Design return_addr_stack, sky130hd; sources not shown.
**Run 1: routed metal per tile**

Bar = 20 µm. The die is cut into 23 by 23 equal tiles; black is low, pale yellow is high, scaled to the fullest tile. Values are wire area over tile area, all layers added.
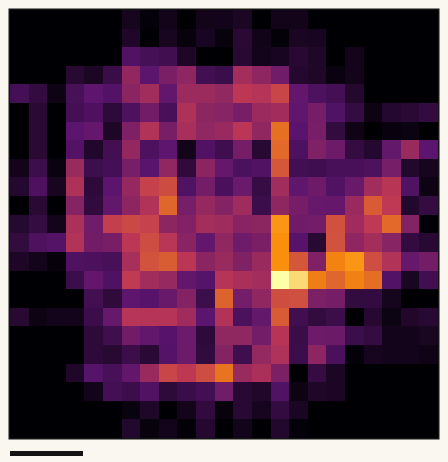
tiles over half the peak = 7.8%
fullest tile = 0.51
mean over tiles = 0.10
nearly empty tiles = 26%
densest ninth of the die = middle
total wire length: 9.08 mm
detailed-route via count: 2485
Total GRT Usage: 14.3%
WL per Instance: 18.8 µm

**Run 1: placed standard cells**

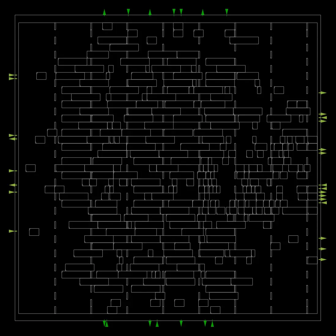
standard-cell rows: 41
num sequential: 102

**Run 1: where the registers sit**

Other sequential cells in the stronger grey, the rest of the logic in the fainter grey.
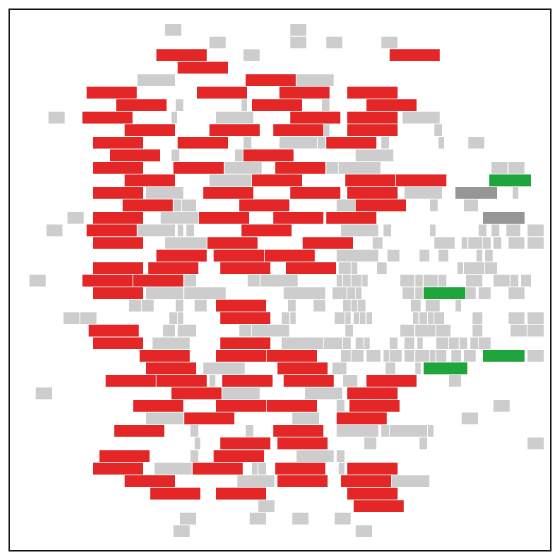
`count` -> green  # flops 4, where right middle
`mem_q` -> red  # flops 96
not coloured = 2
Seq. pwr: 1.14 mW
register area: 3030 µm²
Seq/total area: 58.0%
Finished Core Util: 40.9%

==> results_slide.txt, run 1 <==
Physical Implementation Snapshot

Setup path
  • R2R setup slack: 1.76 ns
  • CP Max Fanout: 26
  • Slowest CP cell: ha_1
  • WP data required: around 4.1 ns
  • Worst-path cell chain: inv_1 > ha_1 > buf_4 > mux4_2 > o21ai_1 > nand2_1 > clkdlybuf4s50_1
  • Critical path launch point type: flip-flop

Global route
  • GRT overflow: 0
  • Largest net degree at the start of global routing: approximately 42
  • Met1 usage: between 15 and 20%
  • First-pass GRT wire length: about 14 mm
  • Met2 global-route usage: between 20 and 25%
  • Met3 global-route usage: 3.24%
  • Most used routing layer: met2
  • Initial antenna violation count: 0

Clock tree
  • Root Driver: clkbuf_16
  • H-tree depth: 3
  • TritonCTS clock tree: done
  • Worst skew pair latency: ~0.34 ns
  • Worst-case clock buffer depth: 2
  • Post-CTS Hold Buffers: 0
  • Clock transition at the registers of the reported paths: about 0.070 ns
  • Clock sink count: 102
  • Total CTS buffers: 9

Die
  • Initial Util: 34.3%
  • Die height: 117 µm
  • Die Area: roughly 14000 µm²

Timing
  • Final Cycle Share: between 80% and 90%
  • Final Max Tran Viols: 0
  • Final hold violations: 0
  • Setup_tns: 0 ns
  • Finish-stage setup viols: 0
  • Worst-Margin Slew: 1.20 ns
  • Clock Skew: 0.00605 ns
  • Slew headroom: around a fifth

Cells and area
  • Final cell area excluding filler cells: around 5200 µm²
  • Max FFs per register: 96
  • Fraction of layout cells with a size suffix above 1: 17.9%
  • Layout Nets: around 330
  • Top logic cell by instance count in the layout: edfxtp_1
  • Top Layout Cells: 96 x edfxtp_1, 36 x clkdlybuf4s50_1, 24 x mux4_2
  • Layout Area Growth over Synthesis: 19.4%

Logic synthesis
  • Post-synth top area cell: edfxtp_1
  • Top cells by instance count after synthesis: 96 x edfxtp_1, 24 x mux4_2, 18 x o21ai_1, 17 x nand2_1, 15 x o21ai_0
  • Dominant Register Cell: edfxtp_1
  • Async SR Flop Fraction: slightly below 6%
  • Post-synth EDFFs: roughly 96
  • AND/OR/NAND/NOR Cells, Area Fraction: roughly 6.6%
  • Seq/Total Area, Yosys: 69.2%
  • AND-OR/OR-AND Cells, Area Fraction: under 10%
  • Flops out of synthesis: ~100
  • XOR-XNOR Cells, Area Fraction: 0%
  • Dominant cell by count in the synthesized netlist: edfxtp_1
  • Avg Cell Area, Syn: approximately 16 µm²
  • Yosys cell types: 44
  • Cell area leaders: edfxtp_1 66%, mux4_2 12%, dfrtp_1 3.4%

Power
  • Clk. pwr: between 600 and 700 µW
  • Sw Share: a little over a third
  • Sequential power share: around a third
  • Leak: 1.71 nW
  • Total combinational power: 1.44 mW
  • Switching power: approximately 1.2 mW
  • Int Pwr: about 2.1 mW

Placement
  • Post-detail-place hpwl: about 5.7 mm
  • Placed insts: around 470
  • Pre-CTS setup slack: 1.05 ns
  • GPL Wtd Cong: just under 0.8
  • Port Buf Inserts: 36
  • Area after DPL: ~5000 µm²

Run status
  • Run status: finished, final reports clean

Detailed routing
  • Total iterations of the first detailed-routing run: 4
  • Routed Antenna Nets: 0
  • Post-route DRC: 0

Job
  • Tool Warnings: 26
-- run 1: critical path: cells and delay by family, from the launching register on --
family | cells | cell delay [ns]
simple gates | 1 | 0.09
fa+ha+maj | 1 | 1.10
mux | 1 | 0.29
buf+inv | 3 | 0.92
compound gates | 1 | 0.10
flops | 1 | 0.54
-- run 1: routing by layer --
layer,share of wire [%],vias up,wire [µm]
met5,0,-,0
li1,-,1145,-
met4,1.2,0,106
met2,46,59,4200
met3,4.6,12,419
met1,48,1269,4350
-- run 1: area by class of cell --
type	instances	area, µm²	share of cell area [%]
flip-flops and latches	102	3030	58.0
clock inverters	7	67.6	1.29
multi-input cells	141	1220	23.3
inverters	5	18.8	0.359
clock buffers	9	225	4.31
repair buffers	48	450	8.61
well taps	172	215	4.11
**Run 1: a small window of the routed layout**

Bar = 20 µm. Region (4, 4) to (54, 54) µm. Cells in grey, sequential cells in the stronger grey; small squares are vias.
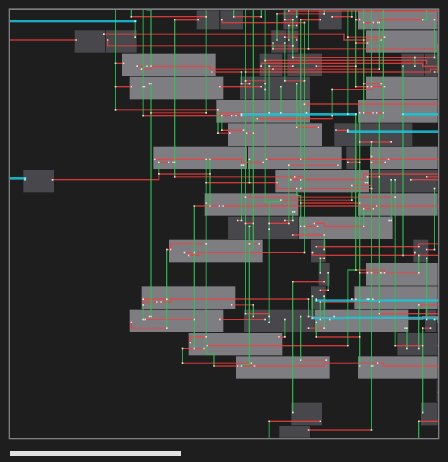

==> run 1 -> run 2 <==
--- a/config.mk
+++ b/config.mk
@@ -5,11 +5,12 @@
 export SDC_FILE = /design/constraint.sdc
 export NUM_CORES = 1
 export LEC_CHECK = 0
-export CORE_UTILIZATION = 33
+export CORE_MARGIN = 2
+export CORE_UTILIZATION = 40
 export CTS_CLUSTER_DIAMETER = 150
 export DETAILED_ROUTE_END_ITERATION = 8
 export HOLD_SLACK_MARGIN = 0.05
-export PLACE_DENSITY = 0.59
+export PLACE_DENSITY = 0.68
 export REMOVE_ABC_BUFFERS = 1
 export SYNTH_ARGS = -nofsm -noshare
 export SYNTH_HDL_FRONTEND = slang
**Run 2: a small window of the routed layout**

Bar = 20 µm. Region (2, 2) to (52, 52) µm. Cells in grey, sequential cells in the stronger grey; small squares are vias.
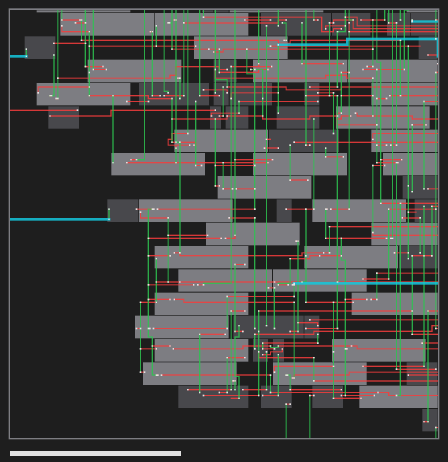
M1 -> red
M3 -> cyan
M2 -> green
most frequent = edfxtp_1 (31), mux4_2 (7), clkdlybuf4s50_1 (7)
cells with their middle in the window = 60
sequential cells in the window = 31

==> results_slide.txt, run 2 <==
Physical Implementation Snapshot

Clock tree
  • Worst skew pair latency: 0.36 ns (+0.02 ns)
  • Clock transition at the registers of the reported paths: 0.10 ns (+0.03 ns)
  • Clock sink count: 102 (unchanged)
  • Post-CTS Hold Buffers: 0 (unchanged)
  • Worst-case clock buffer depth: 2 (unchanged)
  • Root Driver: clkbuf_8
  • H-tree depth: 3 (unchanged)
  • TritonCTS clock tree: done
  • Total CTS buffers: 9 (unchanged)

Global route
  • GRT overflow: 0 (unchanged)
  • First-pass GRT wire length: 13.9 mm (about the same)
  • Largest net degree at the start of global routing: 42 (unchanged)
  • Met2 global-route usage: 25.6% (+3.4 points)
  • Most used routing layer: met2
  • Total GRT Usage: 16.2% (+2.0 points)
  • Met1 usage: 22.6% (+2.9 points)
  • Met3 global-route usage: 3.35% (+0.10 points)
  • Initial antenna violation count: 0 (unchanged)

Setup path
  • CP delay by family, top: buffers and inverters
  • Cell depth of the worst setup path: 7 (unchanged)
  • WP data required: 4.08 ns (about the same)
  • CP Max Fanout: 20 (-23%)
  • Worst-path cell chain: inv_1 > ha_1 > buf_4 > mux4_2 > o21ai_0 > nand2_1 > clkdlybuf4s50_1
  • R2R setup slack: 2.03 ns (+0.27 ns)
  • Critical path launch point type: flip-flop
  • Buf+Inv Stages, Crit Path: 3 (unchanged)
  • Worst Path Class, Setup: flip-flop to output port
  • Slowest CP cell: ha_1

Detailed routing
  • WL per Instance: 19.6 µm (+4.7%)
  • Total iterations of the first detailed-routing run: 4 (unchanged)
  • Total wire length: 8.90 mm (-2.0%)
  • Detailed-route via count: 2497 (+0.48%)
  • Routed Antenna Nets: 0 (unchanged)
  • WL met3: 378 µm (-9.8%)
  • Max layer used: met4
  • DR vias/cell: ~5.5
  • WL met1: 4.14 mm (-4.9%)
  • First DRT Iteration DRCs: 196
  • Routed wl met2: 4.27 mm (+1.6%)
  • Post-route DRC: 0 (unchanged)

Timing
  • Finish-stage setup viols: 0 (unchanged)
  • Worst-Margin Slew: 0.884 ns (-0.314 ns)
  • Unrepaired setup endpoints after global routing: false
  • Final Cycle Share: 84.0% (-2.4 points)
  • Clock Skew: 0.00759 ns (+0.00154 ns)
  • Final Max Tran Viols: 0 (unchanged)
  • Final hold violations: 0 (unchanged)
  • Setup_tns: 0 ns (unchanged)
  • Hold Slack: around 0.5 ns
  • Slew headroom: 41.1% (+21 points)
  • Fin crit period: around 4.3 ns

Cells and area
  • Final cell area excluding filler cells: 5080 µm² (-2.8%)
  • Fraction of layout cells with a size suffix above 1: 18.2% (+0.26 points)
  • Register area: 3030 µm² (unchanged)
  • Logic area: 1220 µm² (-0.21%)
  • Layout Area Growth over Synthesis: 16.0%
  • Max FFs per register: 96 (unchanged)
  • Top Layout Cells: 96 x edfxtp_1, 36 x clkdlybuf4s50_1, 24 x mux4_2
  • Layout Nets: 327 (+0.31%)
  • Top logic cell by instance count in the layout: edfxtp_1

Logic synthesis
  • Dominant cell by count in the synthesized netlist: edfxtp_1
  • Seq/Total Area, Yosys: 69.2% (unchanged)
  • Post-synth top area cell: edfxtp_1
  • Dominant cell area share: between 60% and 70%
  • Cell area leaders: edfxtp_1 66%, mux4_2 12%, dfrtp_1 3.4%
  • Yosys Warn Count: 0
  • Async SR Flop Fraction: 5.88% (unchanged)
  • Flops out of synthesis: 102 (unchanged)
  • AND-OR/OR-AND Cells, Area Fraction: 7.97% (unchanged)
  • Dominant Register Cell: edfxtp_1
  • Yosys cell types: 44 (unchanged)
  • Post-synth EDFFs: 96 (unchanged)
  • Dominant combinational family: multiplexers
  • Top cells by instance count after synthesis: 96 x edfxtp_1, 24 x mux4_2, 18 x o21ai_1, 17 x nand2_1, 15 x o21ai_0
  • XOR-XNOR Cells, Area Fraction: 0% (unchanged)
  • Avg Cell Area, Syn: 16.4 µm² (unchanged)
  • AND/OR/NAND/NOR Cells, Area Fraction: 6.63% (unchanged)
  • MUX area fraction: approximately 13%

Power
  • Switching power: 1.13 mW (-3.1%)
  • Biggest consumer: combinational cells
  • Total combinational power: 1.44 mW (about the same)
  • Seq. pwr: 1.13 mW (about the same)
  • Clock power share: between 15 and 20%
  • Int Pwr: 1.90 mW (-8.0%)
  • Combinational fraction of design power: about 47%
  • Pwr dens: just under 600 nW/µm²
  • Clk. pwr: 462 µW (-30%)
  • Sw Share: 37.4% (+1.2 points)
  • Leak: 1.66 nW (-3.0%)
  • Sequential power share: 37.3% (+2.2 points)

Hold path
  • Hold Path Stages: 1

Job
  • Tool Warnings: 26 (unchanged)
  • Max_cap viols: 0

Placement
  • Area after DPL: 4900 µm² (-0.71%)
  • GPL Wtd Cong: 0.828 (+4.7%)
  • Placed insts: 437 (-6.6%)
  • Port Buf Inserts: 36 (unchanged)
  • Post-detail-place hpwl: 5.58 mm (-1.4%)

Die
  • Core ar.: 10700 µm²
  • Initial Util: 40.8% (+6.5 points)
  • Standard-cell rows: 38 (-7.3%)
  • Die height: 109 µm (-7.3%)
  • Die Area: 11800 µm² (-14%)

Run status
  • Run status: finished, final reports clean
**Run 2: placed standard cells**

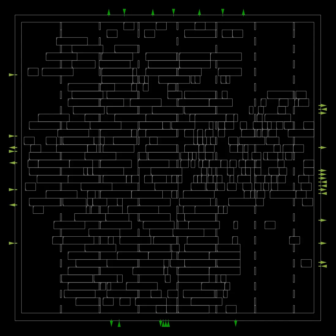
# Taps: 140
Finished Core Util: 47.3%
Finished Layout Cells: 453

## run 2: cell counts after synthesis
Identical to the previous run, type by type.
## run 2: cell families after synthesis
logic type	after synthesis
adder cells (fa/ha/maj)	2
multiplexers	25
AND/OR/NAND/NOR	55
flip-flops	102
buffers and inverters	24
AND-OR/OR-AND	59
## run 2: stage by stage
stage               total power [mW]  setup WS [ns]
floorplan                       2.02          0.927
global placement                2.58           1.23
detailed placement              2.60           1.18
CTS                             3.07          0.773
global route                    3.22          0.604
finish                          3.03          0.817
## run 2: cell type report
type	count	area share, %
clock buffer	9	2.44
timing repair buffer	49	9.01
inverter	5	0.369
clock inverter	7	1.11
sequential	102	59.7
tap	140	3.45
multi-input combinational	141	23.9
Power figures rest on the tool's default switching activity, not on a simulated workload.
